`src/rtl/fir_coef_loader.sv`:
```
// Coefficient loader for the 27-tap FIR: streams coefficients into a shadow bank and commits them atomically.
// Define FIR_COEF_SYM_EN for a symmetric (linear-phase) load of (NTAP+1)/2 beats that are mirrored on commit.
module fir_coef_loader #(
  parameter int NTAP = 27,
  parameter int CW   = 9
) (
  input  logic               clk,
  input  logic               rst,
  input  logic               start,
  input  logic               s_valid,
  output logic               s_ready,
  input  logic [CW-1:0]      s_data,
  input  logic               s_last,
  output logic               busy,
  output logic               done,
  output logic               err,
  output logic [NTAP*CW-1:0] h_buf,
  output logic               en_n,
  output logic               clr
);

`ifdef FIR_COEF_SYM_EN
  localparam int NBEAT = (NTAP + 1) / 2;
`else
  localparam int NBEAT = NTAP;
`endif
  localparam int IW = $clog2(NBEAT + 1);

  typedef enum logic [1:0] {IDLE, LOAD, COMMIT, CLEAR} state_t;

  state_t        state;
  logic [IW-1:0] idx;
  logic [CW-1:0] shadow [NBEAT];
  logic [CW-1:0] active [NTAP];

  // NOTE: the active bank is reset explicitly because the filter must see all-zero taps after rst,
  // so this bank maps to flops rather than to a RAM macro.
  always_ff @(posedge clk) begin
    if (rst) begin
      state   <= IDLE;
      idx     <= '0;
      s_ready <= 1'b0;
      busy    <= 1'b0;
      done    <= 1'b0;
      err     <= 1'b0;
      clr     <= 1'b0;
      en_n    <= 1'b1;
      for (int k = 0; k < NBEAT; k++) shadow[k] <= '0;
      for (int k = 0; k < NTAP; k++)  active[k] <= '0;
    end else begin
      // NOTE: non-blocking assignments throughout, so every branch below reads the pre-edge state.
      done <= 1'b0;
      err  <= 1'b0;
      clr  <= 1'b0;
      case (state)
        IDLE: begin
          if (start) begin
            state   <= LOAD;
            idx     <= '0;
            s_ready <= 1'b1;
            busy    <= 1'b1;
          end
        end
        LOAD: begin
          if (s_valid) begin
            shadow[idx] <= s_data;
            idx         <= idx + 1'b1;
            if (idx == IW'(NBEAT - 1) && s_last) begin
              state   <= COMMIT;
              s_ready <= 1'b0;
              en_n    <= 1'b1;
            end else if (idx == IW'(NBEAT - 1) || s_last) begin
              // Framing error: drop the set and leave the filter on its current coefficients.
              state   <= IDLE;
              s_ready <= 1'b0;
              busy    <= 1'b0;
              err     <= 1'b1;
            end
          end
        end
        COMMIT: begin
          for (int k = 0; k < NBEAT; k++) begin
            active[k] <= shadow[k];
`ifdef FIR_COEF_SYM_EN
            active[NTAP-1-k] <= shadow[k];
`endif
          end
          state <= CLEAR;
          done  <= 1'b1;
          clr   <= 1'b1;
        end
        CLEAR: begin
          state <= IDLE;
          busy  <= 1'b0;
          en_n  <= 1'b0;
        end
        default: state <= IDLE;
      endcase
    end
  end

  for (genvar g = 0; g < NTAP; g++) begin : g_hbuf
    assign h_buf[g*CW +: CW] = active[g];
  end

endmodule

```
`config.mk`:
```
export PLATFORM = sky130hd
export DESIGN_NAME = fir_coef_loader
export DESIGN_NICKNAME = d
export VERILOG_FILES = /design/src/rtl/fir_coef_loader.sv
export SDC_FILE = /design/constraint.sdc
export NUM_CORES = 1
export LEC_CHECK = 0
export ABC_AREA = 1
export CAP_MARGIN = 25
export CORE_MARGIN = 3
export CORE_UTILIZATION = 30
export CTS_BUF_LIST = sky130_fd_sc_hd__clkbuf_8
export DETAILED_ROUTE_END_ITERATION = 10
export GPL_ROUTABILITY_DRIVEN = 1
export GPL_TIMING_DRIVEN = 0
export PLACE_DENSITY = 0.54
export SLEW_MARGIN = 20
export SYNTH_ARGS = -nofsm -noshare
export SYNTH_HDL_FRONTEND = slang
export SYNTH_SLANG_ARGS = --single-unit
export TNS_END_PERCENT = 20
```
`constraint.sdc`:
```
create_clock -name clk -period 9.7 [get_ports clk]
set_clock_uncertainty 0.1 [all_clocks]
set_input_delay 1.455 -clock clk [delete_from_list [all_inputs] [get_ports clk]]
set_output_delay 1.455 -clock clk [all_outputs]
set_load 0.005 [all_outputs]
```
==> reports/summary.txt, run 1 <==
Clock buffers -> 87
Worst min-delay path category -> register to register
Crit path buf inv count -> 6
GR Util met3 -> 4.68%
Post-synthesis mux area share -> 0%
Type of destination of the critical path -> register
Final worst-path cycle share -> 37.9%
Fill cell count -> 5812
Final setup violation count -> 0
Instance count along the most critical hold path -> 2
Top comb family, area -> simple AND/OR/NAND/NOR gates
Maximum achievable frequency -> 0.272 GHz
Total Routing Usage GR -> 14.4%
Reported net switching power -> 1.02 mW
Worst-margin pin slew -> 1.01 ns
Total number of tap cells -> 828
Number of nets at floorplan -> 1454
WL met3 -> 3560 um
Buffer count excluding the clock tree in the final layout -> 319
Netlist area before placement -> 18700 um^2
Vias in the first global route -> 11.5k
Depth of the worst register-to-register path -> 7
Category of the worst setup path launch point -> primary input
Clock slew seen by the registers of the worst setup and hold paths -> 0.07 ns
Power per cell area -> 188 nW/um^2
Most instantiated logic cells after routing -> 497 x nor2_1, 486 x edfxtp_1, 280 x inv_1
Pin count of the biggest net entering global routing -> 51
Reg-to-Reg End -> active[0][37]
Yosys adder share -> 0.268%
Met1 Wirelength -> 20100 um
Proportion of synthesized chip area in sequential cells -> 79.4%
Worst Setup SP -> rst
GRT met1 Usage -> 18.2%
#MultiIn Comb -> 612
Sequential share of power -> 54.6%
Routed vias -> 11.1k
Ys flops -> 498
Flop count -> 498
Largest regs -> active x243, shadow x243, idx x5
Logic power comb -> 0.231 mW
Total die size -> 65300 um^2
Ports placed on the boundary -> 263
Total clock sinks -> 498
Hold path endpoint -> busy
Worst setup slack before clock tree synthesis -> 5.26 ns
Average size of a mapped cell -> 13.0 um^2
Power share of the clock group -> 40.3%
Post CTS Setup Buffer Count -> 0
Remaining number of nets flagged by the antenna check after routing -> 0
Cell area after placement -> 22500 um^2
Classification of the worst setup path -> primary input to register
Area share of the largest cell type after synthesis -> 78.1%
Summed standard-cell area reported by yosys -> 18700 um^2
DRC -> 0
Most instantiated library cell after synthesis -> nor2_1
Ys Warns -> 0
Biggest area contributors in the synthesized netlist -> edfxtp_1 78%, nor2_1 10%, inv_1 5.3%
Run status -> completed
Top cell types by occurrence after synthesis -> 497 x nor2_1, 486 x edfxtp_1, 263 x inv_1
Crit path arrival time -> 3.89 ns
HPWL after DPL -> 31100 um
Min Hold Slack -> 0.368 ns
Critical Path Stages -> 7
Iteration count of the initial detailed-routing pass -> 5
Synth Area in XOR/XNOR -> 0%
Power attributed to sequential cells -> 2.47 mW
Cells traversed along the worst timing path -> buf_2 > clkinv_1 > clkbuf_1 > nand2_4 > buf_16 > buf_12 > buf_16
Kind of cell adding the most delay to the critical path -> buffers and inverters
Setup repair after global routing missed its margin -> false
Aoi share -> 0.348%
Core region area -> 60900 um^2
Final core area utilization -> 39.5%
Most frequent cell on the critical path -> buf_16
CP Capture Point -> active[0][37]
Relative contribution of combinational cells to total power -> 5.1%
Proportion of cell area occupied by registers -> 61.6%
Share of synthesized cell area in and, or, nand and nor gates -> 13.3%
Total grt overflow -> 0
Setup total negative slack -> 0 ns
Clk. pwr -> 1.82 mW
CTS tree -> yes
Top Layer Used -> met5
Fig. 1: run 1, a small window of the routed layout
Window x 108 to 148, y 57 to 97 um. Cells in grey, sequential cells in the stronger grey; small squares are vias.
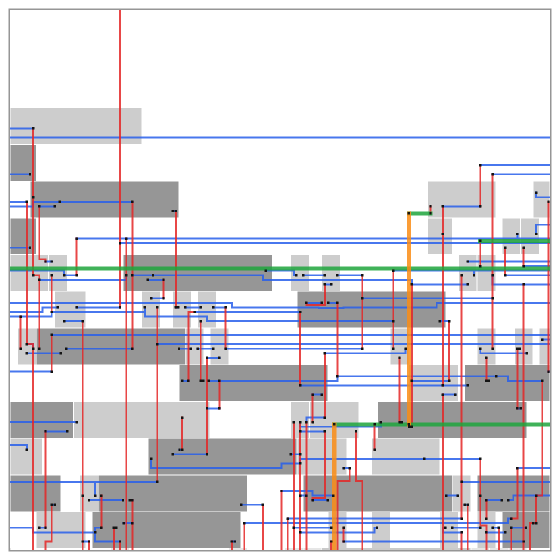
legend:
  M3:
    colour: green
  M4:
    colour: orange
  M1:
    colour: blue
  M2:
    colour: red
netlist names of flops here include: shadow (7), active (4)
cells with their middle in the window: 47
sequential cells in the window: 11
most frequent: nor2_1 (12), edfxtp_1 (11), inv_1 (7)

Fig. 2: run 1, metal layers overlaid
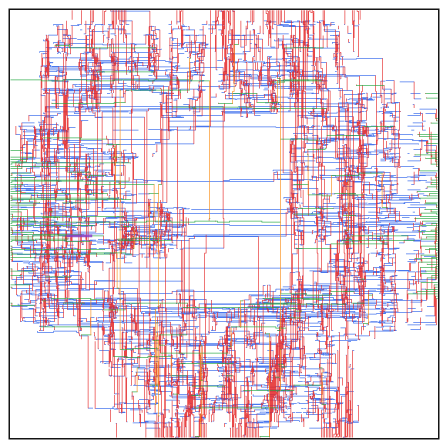
legend:
  M2:
    colour: red
    wire_length: 22.3 mm
  M5:
    colour: purple
    wire_length: 13.8 um
  M1:
    colour: blue
    wire_length: 20.1 mm
  M3:
    colour: green
    wire_length: 3560 um
  M4:
    colour: orange
    wire_length: 1120 um

Fig. 3: run 1, M3 wires
The bar under the picture is 100 um long.
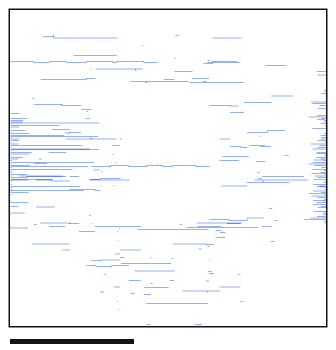
wire length on this layer: 3560 um
share of all routed wire: 7.6%
longest straight run: 70.8 um
nets with wire on the layer: 177
main direction: horizontal

==> run 1 -> run 2 <==
Clock period 9.7 ns to 3.5 ns, I/O delays scaled along.
Fig. 4: run 2, routed clock nets over the placement
The bar under the picture is 100 um long.
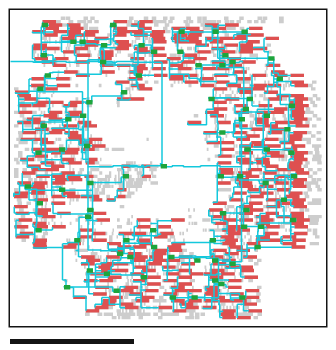
legend:
  clock wires:
    colour: cyan
    length: 6710 um
  flip-flops:
    colour: red
    count: 498
  clock-net drivers:
    colour: green
    count: 82
flops lie: widely spread
power share of the clock group: 39.4%
clock latency of the later-clocked register in the worst-skew pair: 0.66 ns

==> run 2 against run 1 <==
- power rose to 2.7 times the previous value
- core utilization down 0.15 points
- sequential share of layout area up 0.24 points
- synthesized area unchanged
- largest power group unchanged
==> reports/summary.txt, run 2 <==
Run status -> completed (unchanged)
Classification of the worst setup path -> register to register (was primary input to register)
Power attributed to sequential cells -> 6.84 mW (was 2.47 mW)
Ys Warns -> 0 (unchanged)
Average size of a mapped cell -> 13.0 um^2 (unchanged)
Hold path endpoint -> clr (was busy)
GRT met1 Usage -> 18.5% (was 18.2%)
Worst-margin pin slew -> 1.01 ns (about the same)
WL met3 -> 2930 um (was 3560 um)
Most frequent cell on the critical path -> inv_1 (was buf_16)
Aoi share -> 0.348% (unchanged)
Cell area after placement -> 22400 um^2 (was 22500 um^2)
HPWL after DPL -> 30700 um (was 31100 um)
Ys flops -> 498 (unchanged)
Worst min-delay path category -> primary input to register (was register to register)
Sequential share of power -> 55.5% (was 54.6%)
Top comb family, area -> simple AND/OR/NAND/NOR gates (unchanged)
Worst setup slack before clock tree synthesis -> 0.235 ns (was 5.26 ns)
Summed standard-cell area reported by yosys -> 18700 um^2 (unchanged)
GR Util met3 -> 4.20% (was 4.68%)
Final core area utilization -> 39.4% (was 39.5%)
#MultiIn Comb -> 612 (unchanged)
Ports placed on the boundary -> 263 (unchanged)
Total Routing Usage GR -> 14.5% (was 14.4%)
Cells traversed along the worst timing path -> inv_1 > ha_1 > inv_1 > nor2_4 > nand2_2 > nand2_1 (was buf_2 > clkinv_1 > clkbuf_1 > nand2_4 > buf_16 > buf_12 > buf_16)
Top Layer Used -> met5 (unchanged)
Biggest area contributors in the synthesized netlist -> edfxtp_1 78%, nor2_1 10%, inv_1 5.3% (unchanged)
Final setup violation count -> 0 (unchanged)
Fill cell count -> 5840 (was 5812)
Total die size -> 65300 um^2 (unchanged)
Kind of cell adding the most delay to the critical path -> simple AND/OR/NAND/NOR gates (was buffers and inverters)
Area share of the largest cell type after synthesis -> 78.1% (unchanged)
Critical Path Stages -> 6 (was 7)
Iteration count of the initial detailed-routing pass -> 5 (unchanged)
Most instantiated logic cells after routing -> 497 x nor2_1, 486 x edfxtp_1, 288 x inv_1 (was 497 x nor2_1, 486 x edfxtp_1, 280 x inv_1)
Instance count along the most critical hold path -> 2 (unchanged)
Vias in the first global route -> 11.4k (was 11.5k)
CTS tree -> yes (unchanged)
Buffer count excluding the clock tree in the final layout -> 318 (was 319)
Most instantiated library cell after synthesis -> nor2_1 (unchanged)
Total number of tap cells -> 828 (unchanged)
Clock buffers -> 83 (was 87)
Relative contribution of combinational cells to total power -> 5.1% (about the same)
Crit path buf inv count -> 2 (was 6)
DRC -> 0 (unchanged)
Final worst-path cycle share -> 70.6%
Yosys adder share -> 0.268% (unchanged)
Post CTS Setup Buffer Count -> 0 (unchanged)
Met1 Wirelength -> 20800 um (was 20100 um)
Clk. pwr -> 4.85 mW (was 1.82 mW)
Min Hold Slack -> 0.0958 ns (was 0.368 ns)
Category of the worst setup path launch point -> register (was primary input)
Total clock sinks -> 498 (unchanged)
Synth Area in XOR/XNOR -> 0% (unchanged)
Flop count -> 498 (unchanged)
Largest regs -> active x243, shadow x243, idx x5 (unchanged)
CP Capture Point -> shadow[10][6] (was active[0][37])
Proportion of synthesized chip area in sequential cells -> 79.4% (unchanged)
Top cell types by occurrence after synthesis -> 497 x nor2_1, 486 x edfxtp_1, 263 x inv_1 (unchanged)
Logic power comb -> 0.634 mW (was 0.231 mW)
Core region area -> 60900 um^2 (unchanged)
Power is estimated from default activity; no workload was simulated.
